**src/rtl/tw_addr_seq.sv**
```systemverilog
// tw_addr_seq: radix-2 FFT butterfly address pair and twiddle index sequencer.
// Define TW_ADDR_SEQ_DIF_EN for decimation-in-frequency stage order (default DIT).
module tw_addr_seq #(
   parameter int N = 8192
) (
   input  logic                         clk,
   input  logic                         rst_n,
   input  logic                         start,
   input  logic                         abort,
   output logic                         busy,
   output logic                         done,
   output logic                         out_valid,
   input  logic                         out_ready,
   output logic [$clog2(N)-1:0]         idx_a,
   output logic [$clog2(N)-1:0]         idx_b,
   output logic [$clog2(N/2)-1:0]       k_out,
   output logic [$clog2($clog2(N))-1:0] stage_out,
   output logic                         last_in_stage
);
   localparam int L = $clog2(N);
   localparam int SW = $clog2(L);
   localparam logic [SW-1:0] LAST_ST = SW'(L - 1);
   typedef enum logic [1:0] {IDLE, RUN, DONE} state_t;
   state_t state;
   logic [L-2:0] b, nb, mask, j, nk;
   logic [SW-1:0] nst;
   logic [L-1:0] bw, half, na, nbb;
   logic xfer, fin;
   int s;
   assign xfer = out_valid & out_ready;
   assign fin = (stage_out == LAST_ST) & (&b);
   // next triple: first one when leaving IDLE, else the successor of the current one
   always_comb begin
      nb = (state == IDLE) ? '0 : b + 1'b1;
      nst = (state == IDLE) ? '0 : ((&b) ? stage_out + 1'b1 : stage_out);
`ifdef TW_ADDR_SEQ_DIF_EN
      s = L - 1 - int'(nst);
`else
      s = int'(nst);
`endif
      half = {{(L-1){1'b0}}, 1'b1} << s;
      mask = half[L-2:0] - 1'b1;
      j = nb & mask;
      bw = {1'b0, nb};
      na = ((bw >> s) << (s + 1)) | {1'b0, j};
      nbb = na + half;
      nk = j << (L - 1 - s);
   end
   always_ff @(posedge clk or negedge rst_n) begin
      if (!rst_n) begin
         state <= IDLE;
         busy <= 1'b0;
         done <= 1'b0;
         out_valid <= 1'b0;
         b <= '0;
         stage_out <= '0;
         idx_a <= '0;
         idx_b <= '0;
         k_out <= '0;
         last_in_stage <= 1'b0;
      end else begin
         case (state)
            IDLE: begin
               done <= 1'b0;
               if (start) begin
                  state <= RUN;
                  busy <= 1'b1;
                  out_valid <= 1'b1;
                  b <= nb;
                  stage_out <= nst;
                  idx_a <= na;
                  idx_b <= nbb;
                  k_out <= nk;
                  last_in_stage <= &nb;
               end
            end
            RUN: begin
               if (abort) begin
                  state <= IDLE;
                  busy <= 1'b0;
                  out_valid <= 1'b0;
               end else if (xfer && fin) begin
                  state <= DONE;
                  busy <= 1'b0;
                  out_valid <= 1'b0;
                  done <= 1'b1;
               end else if (xfer) begin
                  b <= nb;
                  stage_out <= nst;
                  idx_a <= na;
                  idx_b <= nbb;
                  k_out <= nk;
                  last_in_stage <= &nb;
               end
            end
            default: begin
               state <= IDLE;
               done <= 1'b0;
            end
         endcase
      end
   end
endmodule
```
**config.mk**
```make
export PLATFORM = sky130hd
export DESIGN_NAME = tw_addr_seq
export DESIGN_NICKNAME = d
export VERILOG_FILES = /design/src/rtl/tw_addr_seq.sv
export SDC_FILE = /design/constraint.sdc
export NUM_CORES = 1
export LEC_CHECK = 0
export ABC_AREA = 1
export CAP_MARGIN = 15
export CORE_MARGIN = 4
export CORE_UTILIZATION = 53
export CTS_CLUSTER_SIZE = 12
export DETAILED_ROUTE_END_ITERATION = 6
export GPL_TIMING_DRIVEN = 0
export PLACE_DENSITY = 0.74
export RECOVER_POWER = 100
export SLEW_MARGIN = 5
export SYNTH_ARGS = -nofsm -noshare
export SYNTH_HDL_FRONTEND = slang
export SYNTH_SLANG_ARGS = --single-unit
```
**constraint.sdc**
```tcl
create_clock -name clk -period 10.1 [get_ports clk]
set_clock_uncertainty 0.1 [all_clocks]
set_input_delay 3.03 -clock clk [delete_from_list [all_inputs] [get_ports clk]]
set_output_delay 3.03 -clock clk [all_outputs]
set_load 0.02 [all_outputs]
```
### Placed cells, one colour a class, run 1

Scale bar: 20 um. Fill, decap, tap and diode cells in grey.
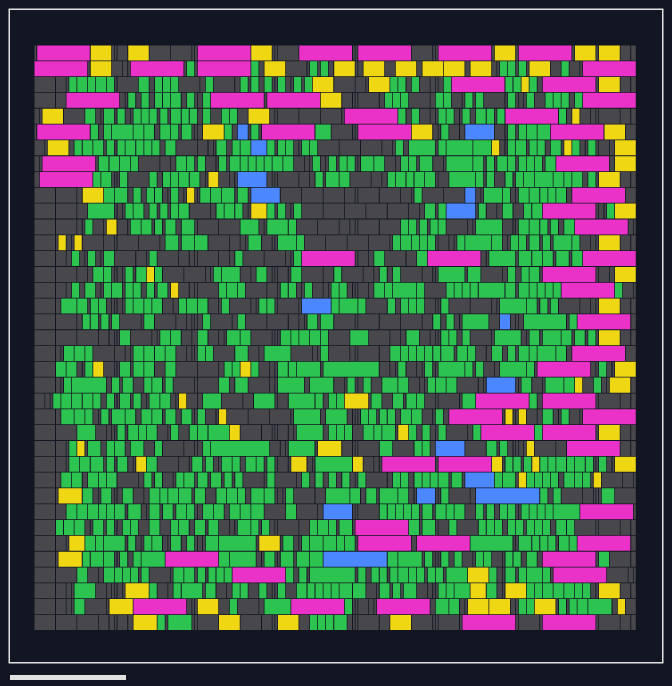
remaining logic cells -> green  # cells 805, share of their area 62%
sequential cells -> magenta  # cells 59, share of their area 23%
remaining buffers and delay cells -> yellow  # cells 89, share of their area 11%
clock drivers and dummy loads -> blue  # cells 16, share of their area 3.4%

### M2 wires, run 1

Scale bar: 20 um.
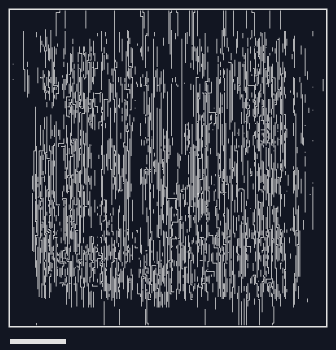
share of all routed wire = 43%
nets with wire on the layer = 825
wire length on this layer = 8560 um

### Clock wires, drivers and flops, run 1

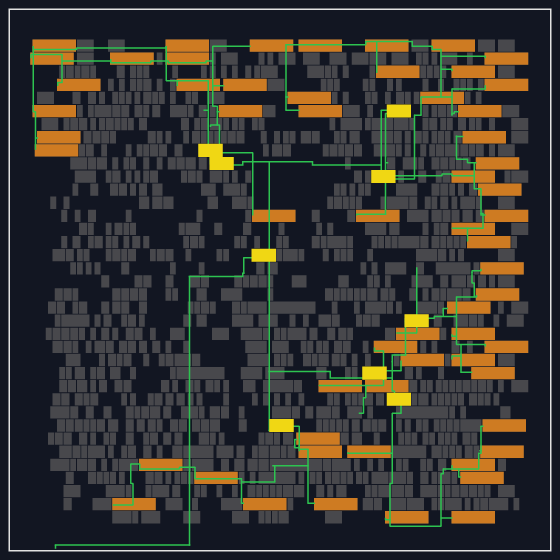
clock wires -> green  # length 959 um
clock-net drivers -> yellow  # count 9
flip-flops -> orange  # count 59
flops lie = all over the die
routed clock nets = 10
Clk power: 245 uW
Latency at later pin: 0.35 ns

### Supply network, run 1

Pins as bars on the die edge. Tap cells in grey.
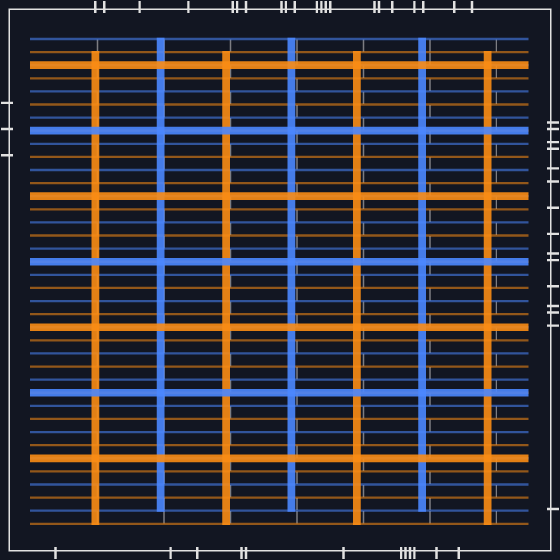
VSS -> orange
VDD -> blue
met4 straps = 7
met5 straps = 7
met1 rails = 38

-- run 1: through the flow --
stage	power (mW)	worst slack [ns]	util [%]	hold slack (ns)	cells
final	0.6974	2.801	63.16	0.3757	1105
after global routing	0.7311	2.334	63.16	0.4069	1105
after CTS	0.7080	4.624	63.78	0.3835	1105
after detailed placement	0.4638	4.502	61.72	0.3622	1089
after global placement	0.4574	4.128	61.57	0.3613	1088
after floorplan	0.3830	5.463	-	0.3962	902
-- run 1: cell type report --
| cell class | instances | area (sq um) | area share [%] |
|---|---|---|---|
| multi-input combinational | 723 | 3687 | 56.05 |
| sequential | 59 | 1476 | 22.44 |
| timing repair buffer | 51 | 498.0 | 7.569 |
| inverter | 82 | 310.3 | 4.717 |
| buffer | 38 | 221.5 | 3.366 |
| tap | 136 | 170.2 | 2.587 |
| clock buffer | 9 | 123.9 | 1.883 |
| clock inverter | 7 | 91.34 | 1.388 |
-- run 1: cell usage in the layout (no fill, tap or decap), types with 20 or more instances in the layout --
| master | netlist | layout |
|---|---|---|
| a21oi_1 | 23 | 23 |
| clkbuf_1 | 15 | 20 |
| dfrtp_1 | 59 | 59 |
| dlygate4sd3_1 | 0 | 48 |
| ha_1 | 22 | 22 |
| inv_1 | 69 | 70 |
| nand2_1 | 310 | 311 |
| nand3_1 | 153 | 154 |
| nand4_1 | 30 | 30 |
| nor2_1 | 57 | 59 |
| o21ai_0 | 43 | 50 |
-- run 1: layer usage --
metal  wire [um]  vias to the layer above  global-route usage [%]
met5           0                        -                       0
met4         900                        0                   14.18
met3        1868                       69                   7.224
met2        8557                      346                   48.51
met1        8402                     3059                   43.72
li1            -                     3113                       -
-- run 1: worst max-delay path, stage by stage, from the launching register on --
cell and delay [ns]:
dfrtp_1 0.41, ha_1 0.23, nand2_2 0.07, nor2_1 0.57
nand3_1 0.40, nand2_1 0.41, nand2_4 0.11, nor2_1 0.27
buf_6 0.20, clkbuf_1 0.45, ha_1 0.42, inv_1 0.13
clkbuf_1 0.44, nand4_1 0.23, o21ai_0 0.51, ha_1 0.31
inv_1 0.07, fa_1 0.40, o21ai_0 0.47, a21oi_1 0.13
o21ai_0 0.30, a21oi_1 0.16, nor2_1 0.11, o21ai_0 0.10
nand2_1 0.08, nand2_1 0.05, a31oi_1 0.11
-- run 1: cell usage after synthesis (2+ instances only) --
master    number  share of area, %
clkbuf_1      15              0.98
nand3_2        7               1.2
inv_1         69               4.5
dfrtp_1       59                26
o21ai_2        5              0.76
nand2_2        6              0.65
nor2_1        57               3.7
nand2_4        4              0.78
xor2_1         5              0.76
nor2_2         5              0.54
buf_4          4              0.52
xnor2_1        2              0.31
nor3_1         2              0.17
nor2_4         6               1.2
buf_2         12               1.0
nand3_4        3              0.92
buf_6          7               1.4
clkinv_1       2              0.13
a31oi_1        5              0.54
nor3_2         2              0.35
nand3_1      153                13
o21ai_1       13               1.1
nor4_1         3              0.33
inv_2         10              0.65
nand2_1      310                20
o211ai_1       2              0.26
nand4_1       30               3.3
a21oi_1       23               2.0
o21ai_0       43               3.7
nor2_8         2              0.70
ha_1          22               4.8
==> results.cfg, run 1 <==
; yosys + openroad results
[run_status]
status = complete, but fails checks
violations = capacitance limit, slew limit

[job]
max_cap_viol_count = 1
tool_warnings = 30

[sta]
layout_min_cycle_time_ns = 7.299
setup_violations = 0
finalSetupTns_ns = 0
relSlewSlack_pct = -44.66
fin_crit_sh_pct = 72.27
max_freq_mhz = 137.0
slew_violations = 42
finalHoldViolCount = 0
tightest_slew_ns = 2.170
rsz0062_at_grt = no

[global_route]
grt-ovfl-total = 0
grt.total_usage_pct = 31.98
grt_pass1_vias = 6232
antenna_found_initial = 0
grt_max_degree = 42
grt_pass1_wl_um = 32370

[detailed_routing]
drc = 0
via_per_inst = 5.961
wl_um = 19730
drtIter0Drc = 766
vias = 6587
wl_per_cell_um = 17.85
first_pass_iters = 6
ant_nets = 0

[yosys]
synth_adder_area_share_pct = 5.142
synthArstFlopShare_pct = 100.0
synth_area_sq_mm = 0.005743
synth_flop_count = 59
muxShareOfSynthArea_pct = 0
syn_area_per_cell_sq_um = 6.367
synthFlopType = dfrtp_1
synth.distinct_cells = 45
yosysWarnings = 0
fp_nets = 930
ys_chip_area_sq_mm = 0.005743
ys_sh_simple_pct = 48.08
synthCells = 902
logic_family = simple AND/OR/NAND/NOR gates
synth_xor_xnor_area_share_pct = 1.830
synth-compound-area-share_pct = 9.913
yosysCellCount = 902
ys_seq_share_pct = 25.71
enable_flop_cells = 0

[finish]
nFillCells = 983
final_cell_area_sq_mm = 0.006579
reg_top3 = idx_a x13, idx_b x13
diodes = 0
drive_above_1_share_pct = 9.185
nets = 992
area_growth_pct = 14.55

[clocking]
clockRootBuffer = clkbuf_8
cts_tree = built
clkTransAtPathRegs_ns = 0.08
cts_setup_buffers = 0
cts_buffer_depth = 2
cts.sink_count = 59
cts-buffers-inserted = 9
ctsHoldBuffers = 0
post_cts_resized = 0
cts_max_level = 3

[worst_setup_path]
startpoint = b[0]
r2r-end = idx_b[10]
cp.required_ns = 10.28
reg2regPathDepth = 26
cp_max_fo = 11
start_kind = flop
critPathCaptureType = flop
rrSetupSlack_ns = 2.80
worstPathArrival_ns = 7.48
endpoint = idx_b[10]
worstSetupPathType = reg2reg
crit-reg2reg-launch = b[0]

[power]
p_comb_uw = 180
p_seq_uw = 272
clkPwrFrac_pct = 35.2
seqPwrFrac_pct = 39.0
power.group.top = registers
p_int_uw = 456.1
combPwrFrac_pct = 25.9
ir_drop_uv = 80.01
p_sw_uw = 241.3
swShare_pct = 34.60
leakage_nw = 3.434
p_per_area_mw_per_mm2 = 106.0

[hold_path]
holdPathEnd = idx_b[0]
min_path_cells = 2
min-delay-start = idx_b[0]
hold_class = reg2reg

[floorplan]
die_w_um = 112.1
core_area_sq_mm = 0.01042
initCoreUtil_pct = 55.14
ios = 51
die_h_um = 112.1
rows = 37
dieArea_sq_mm = 0.01257

[place]
routabilityCongestion = 0.9705
place_area_sq_mm = 0.006429
io_buffers = 50
hpwl_um = 15530
## Run 2: what changed since run 1
--- a/config.mk
+++ b/config.mk
@@ -12,7 +12,7 @@
 export CTS_CLUSTER_SIZE = 12
 export DETAILED_ROUTE_END_ITERATION = 6
 export GPL_TIMING_DRIVEN = 0
-export PLACE_DENSITY = 0.74
+export PLACE_DENSITY = 0.77
 export RECOVER_POWER = 100
 export SLEW_MARGIN = 5
 export SYNTH_ARGS = -nofsm -noshare
==> constraint.sdc (replaced) <==
create_clock -name clk -period 6.47 [get_ports clk]
set_clock_uncertainty 0.1 [all_clocks]
set_input_delay 1.941 -clock clk [delete_from_list [all_inputs] [get_ports clk]]
set_output_delay 1.941 -clock clk [all_outputs]
set_load 0.02 [all_outputs]
### Placed standard cells, run 2

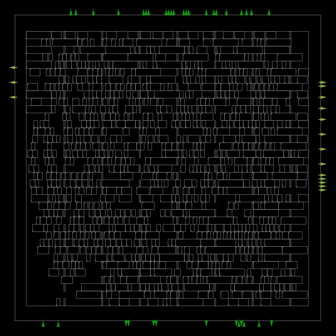
core footprint: 0.01042 sq mm
Seq Cell Count: 59
Non-Filler Instances: 1104
Finished Core Util: 63.33%
Well Taps: 136

==> results.cfg, run 2 <==
; yosys + openroad results
[detailed_routing]
wl_per_cell_um = 16.45
drtIter0Drc = 666
vias = 6330
via_per_inst = 5.734
first_pass_iters = 5

[finish]
area_growth_pct = 14.86
final_cell_mix = 310 x nand2_1, 153 x nand3_1, 69 x inv_1
logic_area_sq_mm = 0.003729
nets = 991
reg_top3 = idx_a x13, idx_b x13
nFillCells = 1051
mostFrequentLayoutCell = nand2_1

[global_route]
antenna_found_initial = 0
grt_max_degree = 60
grt-ovfl-total = 0
grt.total_usage_pct = 29.46

[worst_setup_path]
crit-reg2reg-launch = b[1]
critPathCaptureType = flop
cp.required_ns = 6.65
start_kind = flop
reg2regPathDepth = 26
startpoint = b[1]
endpoint = idx_b[10]
worstPathArrival_ns = 5.93
rrSetupSlack_ns = 0.72
cp_max_fo = 11

[clocking]
cts_setup_buffers = 0
clockRootBuffer = clkbuf_8
cts_max_level = 3
post_cts_resized = 0
ctsHoldBuffers = 0
clk_latency_ns = 0.36
clkTransAtPathRegs_ns = 0.07

[yosys]
syn_area_per_cell_sq_um = 6.367
yosysCellCount = 902
yosysWarnings = 0
yosysTopAreaCell = dfrtp_1
synthFlopType = dfrtp_1
enable_flop_cells = 0
synth_top_area_share_pct = 25.71
synth.distinct_cells = 45
area_leaders = dfrtp_1 26%, nand2_1 20%, nand3_1 13%, ha_1 4.8%, inv_1 4.5%
synthArstFlopShare_pct = 100.0
common_cells = 310 x nand2_1, 153 x nand3_1, 69 x inv_1, 59 x dfrtp_1, 57 x nor2_1

[floorplan]
rows = 37
ios = 51
dieArea_sq_mm = 0.01257
initCoreUtil_pct = 55.14

[run_status]
violations = capacitance limit, slew limit
status = complete, but fails checks

[power]
leakage_nw = 3.454
p_per_area_mw_per_mm2 = 158.5

[sta]
slew_violations = 60
layout_min_cycle_time_ns = 5.752
finalSetupTns_ns = 0
max_freq_mhz = 173.8
rsz0062_at_grt = no
finalHoldViolCount = 0
hold_slack_ns = 0.3753
tightest_slew_ns = 3.135

[hold_path]
hold_class = reg2reg

[place]
io_buffers = 50

[job]
max_cap_viol_count = 1
### Supply network, run 2

Pins as bars on the die edge. Tap cells in grey.
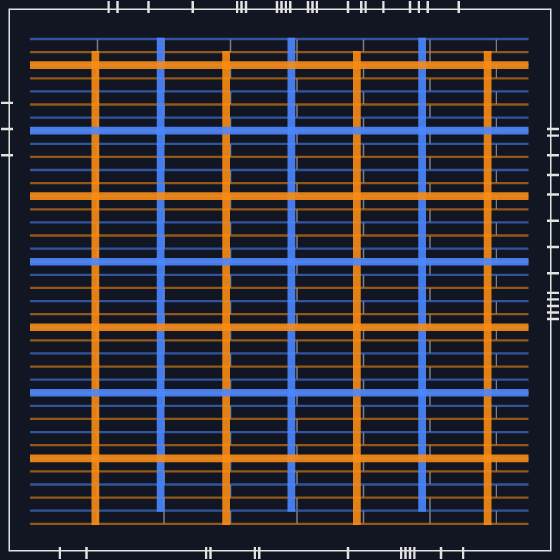
DIE WIDTH: 112.1 um
Die Span Y: 112.1 um
Max rail drop VDD: 120.4 uV

run 2: kinds of logic (layout without fill, tap and decap cells):
logic type      after synthesis  after routing  synth area share (%)
fa+ha+maj                    23             23                 5.142
buf+inv                     120            186                 9.325
compound gates               98             98                 9.913
flops                        59             59                 25.71
simple gates                593            593                 48.08
xor+xnor                      9              9                 1.830
run 2: report_power, final:
part,internal [mW],switching (mW),leakage (nW)
combinational,0.0941,0.181,2.55
sequential,0.402,0.0208,0.803
clock,0.186,0.161,0.0991
run 2: how the worst min path moves through the flow:
stage	start	end	slack [ns]	depth (start not counted)
after floorplan	b[6]	b[6]	0.40	2
after global placement	idx_b[3]	idx_b[3]	0.37	2
after detailed placement	idx_b[12]	idx_b[12]	0.37	2
after CTS	idx_a[9]	idx_a[9]	0.39	2
after global routing	idx_b[12]	idx_b[12]	0.40	2
final	idx_b[2]	idx_b[2]	0.38	2
run 2: area by class of cell:
type,count,area share (%)
Sequential cell,59,22.38
Inverter,82,4.704
Buffer,38,3.376
Timing Repair Buffer,50,7.492
Clock buffer,11,2.143
Multi-Input combinational cell,723,56.53
Tap cell,136,2.580
Clock inverter,5,0.7967
run 2: critical path: stages, from the launching register on:
cell,delay [ns]
dfrtp_1,0.40
ha_1,0.22
nand2_2,0.11
nor2_8,0.20
nand3_4,0.15
nand2_4,0.14
nand2_4,0.09
nor2_4,0.15
buf_6,0.17
clkbuf_1,0.49
ha_1,0.41
nand2_1,0.11
nor2_1,0.18
inv_1,0.12
ha_1,0.34
o21ai_1,0.28
inv_1,0.13
fa_1,0.43
o21ai_0,0.47
a21oi_1,0.12
o21ai_0,0.29
a21oi_1,0.15
nor2_1,0.10
o21ai_0,0.10
nand2_1,0.08
nand2_1,0.04
a31oi_1,0.12
run 2: through the flow:
stage / instances / power (mW) / cell area, sq um / util, % / worst slack [ns]
4_1_cts: 1104 / 1.061 / 6605 / 63.41 / 1.090
6_report: 1104 / 1.045 / 6596 / 63.33 / 0.7177
2_1_floorplan: 902 / 0.5979 / 5743 / - / 2.048
5_1_grt: 1104 / 1.103 / 6596 / 63.33 / 0.3461
3_5_place_dp: 1088 / 0.7160 / 6411 / 61.55 / 1.128
3_3_place_gp: 1088 / 0.7136 / 6414 / 61.57 / 1.202
run 2: metal layers:
metal / up-vias / wire length, um / GRT usage (%)
met5: - / 0 / 0
met4: 0 / 697 / 11.94
met3: 52 / 1571 / 5.822
met2: 290 / 7654 / 42.71
met1: 2882 / 8234 / 42.90
li1: 3106 / - / -
Power figures rest on the tool's default switching activity, not on a simulated workload.
